File: config.mk
export PLATFORM = sky130hd
export DESIGN_NAME = alu_decoder
export DESIGN_NICKNAME = d
export VERILOG_FILES = /design/src/rtl/alu_decoder.sv
export SDC_FILE = /design/constraint.sdc
export NUM_CORES = 1
export LEC_CHECK = 0
export ABC_AREA = 0
export CAP_MARGIN = 5
export CORE_AREA = 2 2 39 41
export DETAILED_ROUTE_END_ITERATION = 10
export DIE_AREA = 0 0 41 43
export PLACE_DENSITY_LB_ADDON = 0.1
export SKIP_CTS_REPAIR_TIMING = 1
export SYNTH_ARGS = -nofsm -noshare
export SYNTH_HDL_FRONTEND = slang
export SYNTH_SLANG_ARGS = --single-unit
File: constraint.sdc
create_clock -name clk -period 1.1 [get_ports clk]
set_input_delay 0.33 -clock clk [delete_from_list [all_inputs] [get_ports clk]]
set_output_delay 0.33 -clock clk [all_outputs]
set_load 0.01 [all_outputs]
File: src/rtl/alu_decoder.sv
`default_nettype none
// ============================================================================
// alu_decoder : registered ALU-control decoder (aluop/opcode/funct -> aluControl)
// Optional    : ALU_DECODER_ILLEGAL_FLAG_EN adds a registered 'illegal' flag.
// Revision    : 1.0
// ============================================================================
module alu_decoder #(
  parameter logic [3:0] CTRL_RST = 4'b0000
) (
  input  logic       clk,
  input  logic       rst_n,
  input  logic       in_valid,
  input  logic [1:0] aluop,
  input  logic [5:0] opcode,
  input  logic [5:0] funct,
  output logic [3:0] aluControl,
  output logic       out_valid
`ifdef ALU_DECODER_ILLEGAL_FLAG_EN
  ,
  output logic       illegal
`endif
);

  localparam logic [3:0] c_ALU_AND     = 4'b0000;
  localparam logic [3:0] c_ALU_OR      = 4'b0001;
  localparam logic [3:0] c_ALU_ADD     = 4'b0010;
  localparam logic [3:0] c_ALU_SUB     = 4'b0110;
  localparam logic [3:0] c_ALU_SLT     = 4'b0111;
  localparam logic [3:0] c_ALU_ILLEGAL = 4'b1111;

  localparam logic [1:0] c_OP_MEM    = 2'b00;
  localparam logic [1:0] c_OP_BRANCH = 2'b01;
  localparam logic [1:0] c_OP_ITYPE  = 2'b10;
  localparam logic [1:0] c_OP_RTYPE  = 2'b11;

  localparam logic [5:0] c_OPC_ADDI = 6'b001000;
  localparam logic [5:0] c_OPC_ANDI = 6'b001100;
  localparam logic [5:0] c_OPC_ORI  = 6'b001101;
  localparam logic [5:0] c_OPC_SLTI = 6'b001010;

  localparam logic [5:0] c_FN_ADD = 6'b100000;
  localparam logic [5:0] c_FN_SUB = 6'b100010;
  localparam logic [5:0] c_FN_AND = 6'b100100;
  localparam logic [5:0] c_FN_OR  = 6'b100101;
  localparam logic [5:0] c_FN_SLT = 6'b101010;

  logic [3:0] itype_code;
  logic [3:0] rtype_code;
  logic [3:0] dec_code;
  logic [3:0] ctrl_d, ctrl_q;
  logic       valid_d, valid_q;

  always_comb begin
    itype_code = c_ALU_ILLEGAL;
    case (opcode)
      c_OPC_ADDI: itype_code = c_ALU_ADD;
      c_OPC_ANDI: itype_code = c_ALU_AND;
      c_OPC_ORI:  itype_code = c_ALU_OR;
      c_OPC_SLTI: itype_code = c_ALU_SLT;
      default:    itype_code = c_ALU_ILLEGAL;
    endcase
  end

  always_comb begin
    rtype_code = c_ALU_ILLEGAL;
    case (funct)
      c_FN_ADD: rtype_code = c_ALU_ADD;
      c_FN_SUB: rtype_code = c_ALU_SUB;
      c_FN_AND: rtype_code = c_ALU_AND;
      c_FN_OR:  rtype_code = c_ALU_OR;
      c_FN_SLT: rtype_code = c_ALU_SLT;
      default:  rtype_code = c_ALU_ILLEGAL;
    endcase
  end

  // mem/branch select constants directly so unknown opcode/funct never leak through
  always_comb begin
    dec_code = c_ALU_ILLEGAL;
    case (aluop)
      c_OP_MEM:    dec_code = c_ALU_ADD;
      c_OP_BRANCH: dec_code = c_ALU_SUB;
      c_OP_ITYPE:  dec_code = itype_code;
      c_OP_RTYPE:  dec_code = rtype_code;
      default:     dec_code = c_ALU_ILLEGAL;
    endcase
  end

  always_comb begin
    ctrl_d  = ctrl_q;
    valid_d = 1'b0;
    if (in_valid) begin
      ctrl_d  = dec_code;
      valid_d = 1'b1;
    end
  end

  always_ff @(posedge clk) begin
    if (!rst_n) begin
      ctrl_q  <= CTRL_RST;
      valid_q <= 1'b0;
    end else begin
      ctrl_q  <= ctrl_d;
      valid_q <= valid_d;
    end
  end

  assign aluControl = ctrl_q;
  assign out_valid  = valid_q;

`ifdef ALU_DECODER_ILLEGAL_FLAG_EN
  logic illegal_d, illegal_q;

  always_comb begin
    illegal_d = illegal_q;
    if (in_valid) begin
      illegal_d = (dec_code == c_ALU_ILLEGAL);
    end
  end

  always_ff @(posedge clk) begin
    if (!rst_n) begin
      illegal_q <= 1'b0;
    end else begin
      illegal_q <= illegal_d;
    end
  end

  assign illegal = illegal_q;
`endif

endmodule
`default_nettype wire

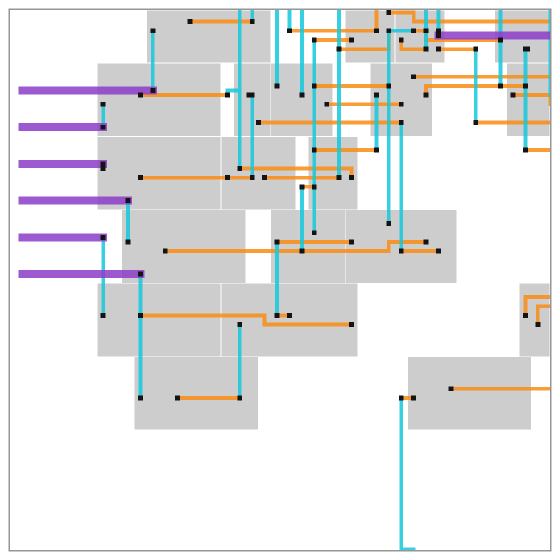
(close-up of the layout)
Window x 0 to 20, y 1 to 21 microns. Cells in gray, sequential cells in the stronger gray; small squares are vias.
Key: cyan = metal 2; purple = metal 3; orange = metal 1
Sequential cells in the window: 0. Most frequent: dlymetal6s2s_1 (7), nand3_1 (2), buf_4 (2). 18 logic cells have their middle in the window.

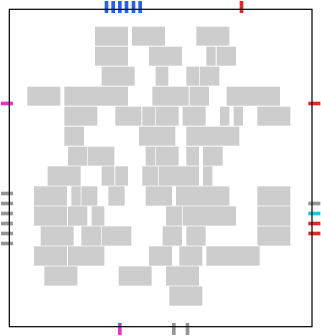
(pin map)
Pins as bars across the die edge, other pins in gray.
Key: cyan = out_valid [pins 1, direction output, edge right]; magenta = aluop [pins 2, direction input, edge 1 left, 1 bottom]; blue = opcode [pins 6, direction input, edge top]; red = aluControl [pins 4, direction output, edge 3 right, 1 top]

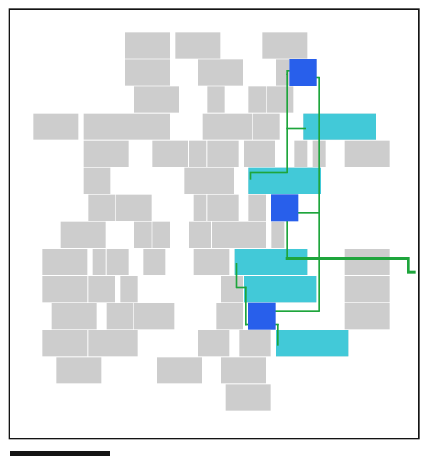
(clock network drawn from the DEF)
Bar = 10 microns.
Key: green = clock wires [length 86.3 microns]; cyan = flip-flops [count 5]; blue = clock drivers [count 3]
There are 4 routed clock nets.
worst skew pair latency: 240 ps
clk pwr: 0.000210 W
Clock Skew: 0 ps
Clock Power Share: 0.363

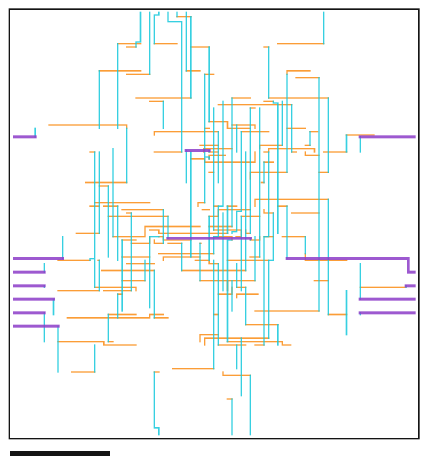
(routed metal, one color a layer)
Bar = 10 microns.
Key: orange = metal 1 [wire length 351 microns]; cyan = metal 2 [wire length 541 microns]; purple = metal 3 [wire length 65.9 microns]

==> power by group <==
part | total, W | leakage, nW | switching [W] | internal (W)
combinational | 0.000169 | 0.425 | 0.0000635 | 0.000106
sequential | 0.000199 | 0.0415 | 0.00000478 | 0.000194
clock | 0.000210 | 0.0150 | 0.0000732 | 0.000137
total | 0.000578 | 0.482 | 0.000141 | 0.000437
==> cells by family after synthesis <==
kind of cell	after synthesis	share of synthesized area
multiplexers	1	0.0351
flip-flops	5	0.351
AND-OR/OR-AND	12	0.254
AND/OR/NAND/NOR	15	0.333
buffers and inverters	2	0.0263
==> metrics by stage <==
stage	setup TNS [ps]	instance area [sq um]	setup slack (ps)	std cells
CTS	-2720	587	-346	82
global route	-5.49	706	-5.49	83
global placement	-2370	561	-558	78
detailed placement	-2420	561	-540	78
floorplan	0	285	27.2	35
finish	0	706	44.4	83
==> state kept, by name, indices dropped and copies added, names as in the netlist <==
name,count
aluControl,4
out_valid,1
==> routing by layer <==
metal | vias to the layer above | part of all wire | routed length, microns | track usage
met5 | - | 0 | 0 | 0
met4 | 0 | 0 | 0 | 0.0800
met3 | 0 | 0.068 | 65 | 0.0157
met2 | 16 | 0.56 | 541 | 0.191
met1 | 175 | 0.37 | 351 | 0.134
li1 | 191 | - | - | -
==> cells in the final DEF (no fill, tap or decap), types with 2 or more instances in the layout <==
master          Yosys  layout
clkbuf_4            0       3
nand2_1             3       3
o21ai_1             1       2
inv_1               2       2
dlymetal6s2s_1      0      20
buf_4               0       7
a21oi_1             3       2
nand3_1             3       2
nor2b_4             0       2
a31oi_1             2       2
dfxtp_1             5       5
==> impl_metrics.toml <==
# generated from flow reports
[setup_path]
path_buffers = 1
slowest_stage = "dfxtp_1"
r2r-start = "aluControl[3]"
cp_max_fo = 2
critPathLaunchType = "register"
path_class = "reg2out"
worstPathArrival_ps = 730
r2r-end = "aluControl[3]"
rr_worst_depth = 2
cp-end-kind = "output pin"
critPathTopFamily = "flip-flops"
max_stage_delay_ps = 320
crit_chain = "dlymetal6s2s_1"
r2r_setup_slack_ps = 370
crit_path_start = "aluControl[3]"
crit_end = "aluControl[3]"
crit_required_ps = 770
critical_path_cell_count = 1

[grt]
grt_pass1_vias = 369
grt_max_degree = 6
overflow = 0
grt_pass1_wl_microns = 1440
antenna_found_initial = 0
grt_usage = 0.118

[layout]
layout.nonclk_buf_frac = 0.443
inverters = 2
flop-count = 5
seq_area_sq_um = 100
comb.multi_input.count = 28
clock_cell_area_share = 0.0372
comb_share = 0.339
post-route-util = 0.510
fin_nets = 85
seq_share = 0.142
nClkBuffers = 4
n_all_buffers = 28
layout.area.top_class = "non-clock buffers"
syn2layout_area_growth_pct = 147
comb_area_sq_um = 239
fillers = 143
drive_gt1_frac = 0.328
n_antenna_cell = 0

[die]
die_width_microns = 41
tapCellCount = 16
chip_area_sq_um = 1760
io_pins = 22
die_y_microns = 43
row_count = 14
core_area_sq_um = 1380
initCoreUtil = 0.206

[hold_path]
holdPathEnd = "aluControl[0]"
hp-class = "in2reg"
whs_path_depth = 3
hp-start = "opcode[0]"

[job]
log.warning_count = 26
drv_cap = 0

[yosys]
top_cell = "dfxtp_1"
ys_seq_share = 0.351
syn_avg_cell_area_sq_um = 8.15
area_leaders = "dfxtp_1 (35%), nor2b_1 (6.6%), a21oi_1 (5.3%)"
syn_area_sq_um = 285
edf_count = 0
synth_cell_types = 19
synth-main-ff-cell = "dfxtp_1"
yosysTopAreaCell = "dfxtp_1"
yosysTopAreaCellShare = 0.351
ys_seq_elements = 5
ys_cells = 35
ys.warnings.count = 0
ys_area_sq_um = 285
ys_async_sr_fraction = 0
netlist_instances = 35
fp_nets = 52

[route]
wl_microns = 958
drc = 0
num_vias = 382
ant_nets = 0
vias_per_cell = 4.60
drtIter0Drc = 9
dr.pass1.iters = 4
drt-wirelength-per-cell_microns = 11.5

[sta]
hold_viol = 0
final-setup-viol-count = 0
fin_hold_ws_ps = 364
tightestPinTransition_ps = 297
max_slew_margin = 0.801
fin_crit_sh = 0.960
max_freq_mhz = 947
period_needed_ps = 1060
slew_viol_final = 0

[power_and_ir_drop]
finalPower_w = 0.000578
ir_drop_mv = 0.305
power-per-cell-area_nw_per_um2 = 819
leakage_nw = 0.482

[cts]
ctsLongestPathBuffers = 2
cts.sinks = 5
cts_max_level = 1
clk_pin_slew_ps = 40
cts_buffers = 3
root_buffer = "clkbuf_4"
cts_tree = "yes"

[place]
hpwlAfterDp_microns = 692
io_buffers = 21
globalplace.congestion = 0.737

[status]
status = "finished clean"
Power figures rest on the tool's default switching activity, not on a simulated workload.
